==> config.mk <==
export PLATFORM = sky130hd
export DESIGN_NAME = onehot_decoder_seq
export DESIGN_NICKNAME = d
export VERILOG_FILES = /design/src/rtl/onehot_dec_pkg.sv /design/src/rtl/onehot_decoder_seq_hold_counter.sv /design/src/rtl/onehot_decoder_seq.sv
export SDC_FILE = /design/constraint.sdc
export NUM_CORES = 1
export LEC_CHECK = 0
export CORE_MARGIN = 8
export CORE_UTILIZATION = 30
export CTS_CLUSTER_DIAMETER = 30
export CTS_CLUSTER_SIZE = 12
export DETAILED_ROUTE_END_ITERATION = 8
export GPL_ROUTABILITY_DRIVEN = 0
export PLACE_DENSITY = 0.49
export SYNTH_ARGS = -nofsm -noshare
export SYNTH_HDL_FRONTEND = slang
export SYNTH_SLANG_ARGS = --single-unit
==> constraint.sdc <==
create_clock -name clk -period 3.8 [get_ports clk]
set_clock_uncertainty 0.15 [all_clocks]
set_input_delay 0.57 -clock clk [delete_from_list [all_inputs] [get_ports clk]]
set_output_delay 0.57 -clock clk [all_outputs]
set_load 0.05 [all_outputs]
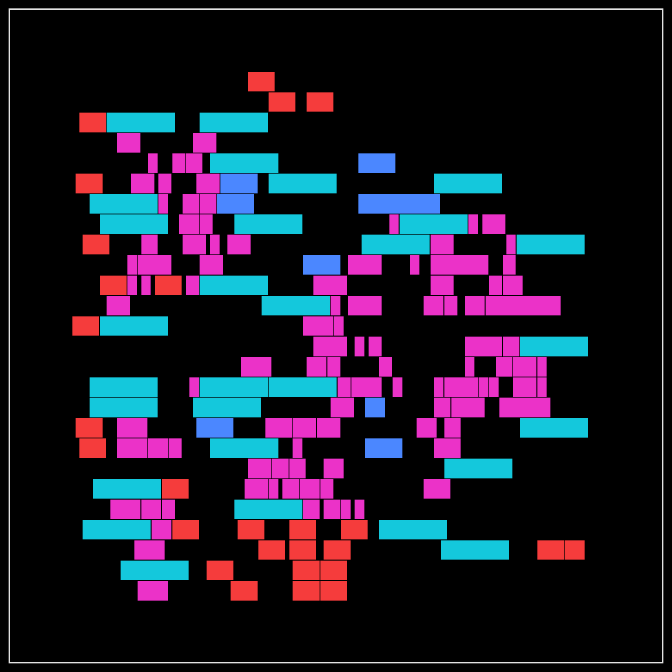
Figure 1: run 1, cells coloured by class.
magenta -> combinational and other logic  # cells 103
cyan -> sequential cells  # cells 29
red -> remaining buffers and delay cells  # cells 27
blue -> clock drivers and dummy loads  # cells 8
total core area: 4980 sq um
cell area after layout: 1980 sq um

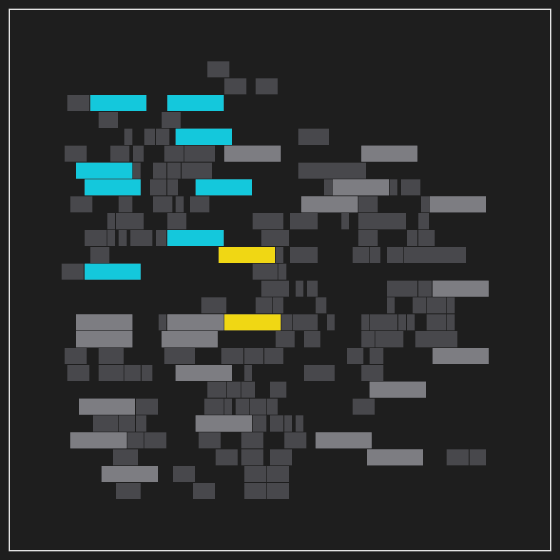
Figure 2: run 1, where the registers sit.
Other sequential cells in the stronger grey, the rest of the logic in the fainter grey.
yellow -> state_r  # placed flops 2
cyan -> err_cnt  # placed flops 8
not coloured = 19
final standard cell utilization of the core: 39.7%
total sequential power: 507 uW
Seq/total area: 36.7%

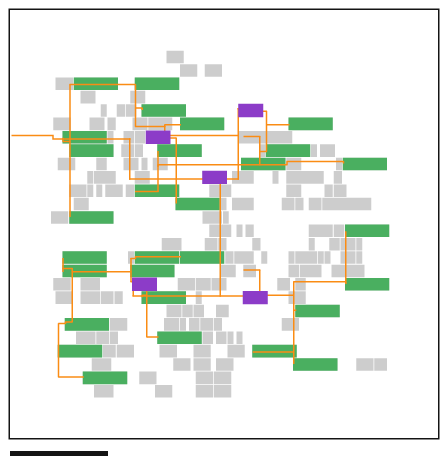
Figure 3: run 1, clock distribution.
Bar = 20 microns.
green -> flip-flops  # count 29
purple -> clock drivers  # count 5
orange -> clock wires  # length 433 microns
routed clock nets = 6
Clock power frac: 20.2%
Latency at later pin: 0.28 ns
clk pwr: 333 uW

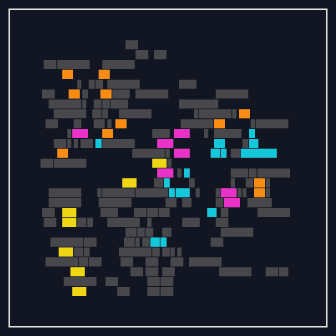
Figure 4: run 1, logic cells by family.
magenta -> fa/ha/maj cells  # cells 7, most used ha_1, where middle
cyan -> aoi and oai cells  # cells 14, most used a21oi_1
yellow -> mux cells  # cells 7, most used mux2_2
orange -> xor and xnor cells  # cells 11, most used xnor2_1
multi-input gate share of the layout cell area: 38.3%
leading cell type in the layout, fill and taps excluded: sky130_fd_sc_hd__dfrtp_1
count of non-filler cells in the finished layout: 237

==> impl_results.html <==
<h3>Run summary</h3>
<table>
<tr><th>Metric</th><th>Value</th></tr>
<tr><th colspan="2">Floorplan</th></tr>
<tr><td>Standard-cell row count</td><td>26</td></tr>
<tr><td>Number of ports placed on the die boundary</td><td>27</td></tr>
<tr><td>Vert. Die Dim</td><td>87.1 microns</td></tr>
<tr><td>Count of inserted tapcells</td><td>70</td></tr>
<tr><th colspan="2">Synth</th></tr>
<tr><td>Number of standard cells reported by yosys</td><td>134</td></tr>
<tr><td>Average size of a mapped cell</td><td>11.3 sq um</td></tr>
<tr><td>Total standard cell area after synthesis</td><td>1520 sq um</td></tr>
<tr><td>Count of library flops with an enable pin</td><td>0</td></tr>
<tr><td>Cell type with the largest total area after synthesis</td><td>sky130_fd_sc_hd__dfrtp_1</td></tr>
<tr><td>Yosys reg bits</td><td>29</td></tr>
<tr><td>Post-synthesis instance total</td><td>134</td></tr>
<tr><td>Syn nets</td><td>148</td></tr>
<tr><td>Top area contributor share</td><td>47.9%</td></tr>
<tr><td>Top cells, area</td><td>sky130_fd_sc_hd__dfrtp_1, sky130_fd_sc_hd__ha_1, sky130_fd_sc_hd__mux2_2, sky130_fd_sc_hd__xnor2_1, sky130_fd_sc_hd__nand2_1</td></tr>
<tr><td>YS chip area</td><td>1520 sq um</td></tr>
<tr><td>Library cells used by synthesis</td><td>41</td></tr>
<tr><td>Post-synth seq share</td><td>47.9%</td></tr>
<tr><th colspan="2">Cells and area</th></tr>
<tr><td>Cell class ranked first by area</td><td>logic gates</td></tr>
<tr><td>Inverter count of the layout excluding clock inverters</td><td>5</td></tr>
<tr><td>Multi-input gate count</td><td>98</td></tr>
<tr><td>Filler Cell Count</td><td>497</td></tr>
<tr><td>Final-layout clock-cell area share</td><td>6.08%</td></tr>
<tr><td>Area taken by flip-flops and latches</td><td>726 sq um</td></tr>
<tr><td>Layout non-clock buf frac</td><td>13.6%</td></tr>
<tr><td>Fraction of final layout cells sized beyond drive strength 1</td><td>15.6%</td></tr>
<tr><td>Buffer count excluding the clock tree in the final layout</td><td>27</td></tr>
<tr><th colspan="2">Clock tree</th></tr>
<tr><td>CTS Buffer Depth</td><td>2</td></tr>
<tr><td>CTS tree</td><td>yes</td></tr>
<tr><td>Buffer type at the clock tree root</td><td>sky130_fd_sc_hd__clkbuf_8</td></tr>
<tr><td>Inserted Clock Buffers</td><td>5</td></tr>
<tr><td>Post-CTS sizing</td><td>0</td></tr>
<tr><td>Number of buffers inserted by post-CTS setup repair</td><td>0</td></tr>
<tr><td>Sink Count</td><td>29</td></tr>
<tr><th colspan="2">Min path</th></tr>
<tr><td>Path class of the lowest-slack min-delay path</td><td>flop to flop</td></tr>
<tr><th colspan="2">Power</th></tr>
<tr><td>Overall power</td><td>1650 uW</td></tr>
<tr><td>Internal cell power</td><td>941 uW</td></tr>
<tr><td>Sequential share of power</td><td>30.7%</td></tr>
<tr><td>Combinational share of power</td><td>49.1%</td></tr>
<tr><td>Peak supply drop</td><td>0.284 mV</td></tr>
<tr><td>Pwr/cell area</td><td>836 nW/um^2</td></tr>
<tr><td>Reported net switching power</td><td>710 uW</td></tr>
<tr><td>Sw Share</td><td>43.0%</td></tr>
<tr><td>Leakage Power</td><td>0.000844 uW</td></tr>
<tr><td>Comb power</td><td>811 uW</td></tr>
<tr><th colspan="2">Placed design</th></tr>
<tr><td>Worst Setup Slack post-DPL</td><td>1.20 ns</td></tr>
<tr><td>DP HPWL</td><td>2.42 mm</td></tr>
<tr><td>Count of input and output buffers</td><td>26</td></tr>
<tr><td>Placed cell area</td><td>1860 sq um</td></tr>
<tr><th colspan="2">Critical path</th></tr>
<tr><td>CP max stage cell</td><td>sky130_fd_sc_hd__clkdlybuf4s50_1</td></tr>
<tr><td>Category of cells accounting for the largest share of critical-path delay</td><td>buffers and inverters</td></tr>
<tr><td>Critical path's largest stage delay</td><td>0.81 ns</td></tr>
<tr><td>Combined buffer and inverter count along the critical path</td><td>2</td></tr>
<tr><td>Critical path launch point type</td><td>flop</td></tr>
<tr><td>Critical path fanouts, max</td><td>9</td></tr>
<tr><td>Series of cell instances along the critical path</td><td>inv_1, ha_1, and2_1, clkdlybuf4s50_1</td></tr>
<tr><td>Classification of the worst setup path</td><td>flop to output pin</td></tr>
<tr><td>Data required time of the critical path</td><td>3.08 ns</td></tr>
<tr><th colspan="2">Final timing</th></tr>
<tr><td>Worst slew pin tran</td><td>0.511 ns</td></tr>
<tr><td>Clock period minus worst slack</td><td>2.83 ns</td></tr>
<tr><td>Final setup slack of the worst path</td><td>0.974 ns</td></tr>
<tr><td>Unrepaired setup endpoints after global routing</td><td>false</td></tr>
<tr><td>Worst hold slack across all endpoints</td><td>0.349 ns</td></tr>
<tr><th colspan="2">Routing</th></tr>
<tr><td>Wire length the detailed router placed on met1</td><td>1.41 mm</td></tr>
<tr><td>Wirelength per Cell</td><td>13.5 microns</td></tr>
<tr><td>Starting DRC count in detailed routing</td><td>7</td></tr>
<tr><td>Pre-Repair DR Iteration Count</td><td>4</td></tr>
<tr><td>Number of DRC violations after detailed routing</td><td>0</td></tr>
<tr><td>Top routing layer in use</td><td>met4</td></tr>
<tr><td>DRT Wirelength</td><td>3.20 mm</td></tr>
<tr><td>Tally of nets with antenna violations remaining after routing</td><td>0</td></tr>
<tr><th colspan="2">GRT</th></tr>
<tr><td>Grt met1 use</td><td>10.5%</td></tr>
<tr><td>Grt met2 use</td><td>15.9%</td></tr>
<tr><td>Total routing usage reported by global routing</td><td>9.35%</td></tr>
<tr><td>Number of global-route vias before repair</td><td>1174</td></tr>
<tr><td>Pin count of the biggest net entering global routing</td><td>30</td></tr>
<tr><td>Global-route met3 utilization</td><td>3.58%</td></tr>
<tr><th colspan="2">Flow run</th></tr>
<tr><td>Maximum Capacitance Violations</td><td>0</td></tr>
<tr><td>Tally of OpenROAD warnings</td><td>30</td></tr>
<tr><th colspan="2">Run status</th></tr>
<tr><td>Run status</td><td>complete, no violations</td></tr>
</table>
==> run 1: cell usage after synthesis (all sizes together) (3+ instances only) <==
| library cell | count |
|---|---|
| dfrtp | 29 |
| xnor2 | 9 |
| nor3b | 4 |
| a21o | 3 |
| nor2 | 8 |
| inv | 5 |
| o21ai | 3 |
| nor3 | 4 |
| nand2 | 11 |
| nand4 | 3 |
| nand3 | 3 |
| ha | 7 |
| mux2 | 7 |
| a21oi | 4 |
| nor4 | 5 |
==> run 1: cell families after synthesis <==
| logic type | share of synthesized area (%) |
|---|---|
| xor+xnor | 6.35 |
| mux | 5.20 |
| fa+ha+maj | 5.78 |
| flops | 47.9 |
| compound gates | 11.5 |
| buf+inv | 2.31 |
| simple gates | 20.8 |
| other cells | 0.247 |
Power is estimated from default activity; no workload was simulated.
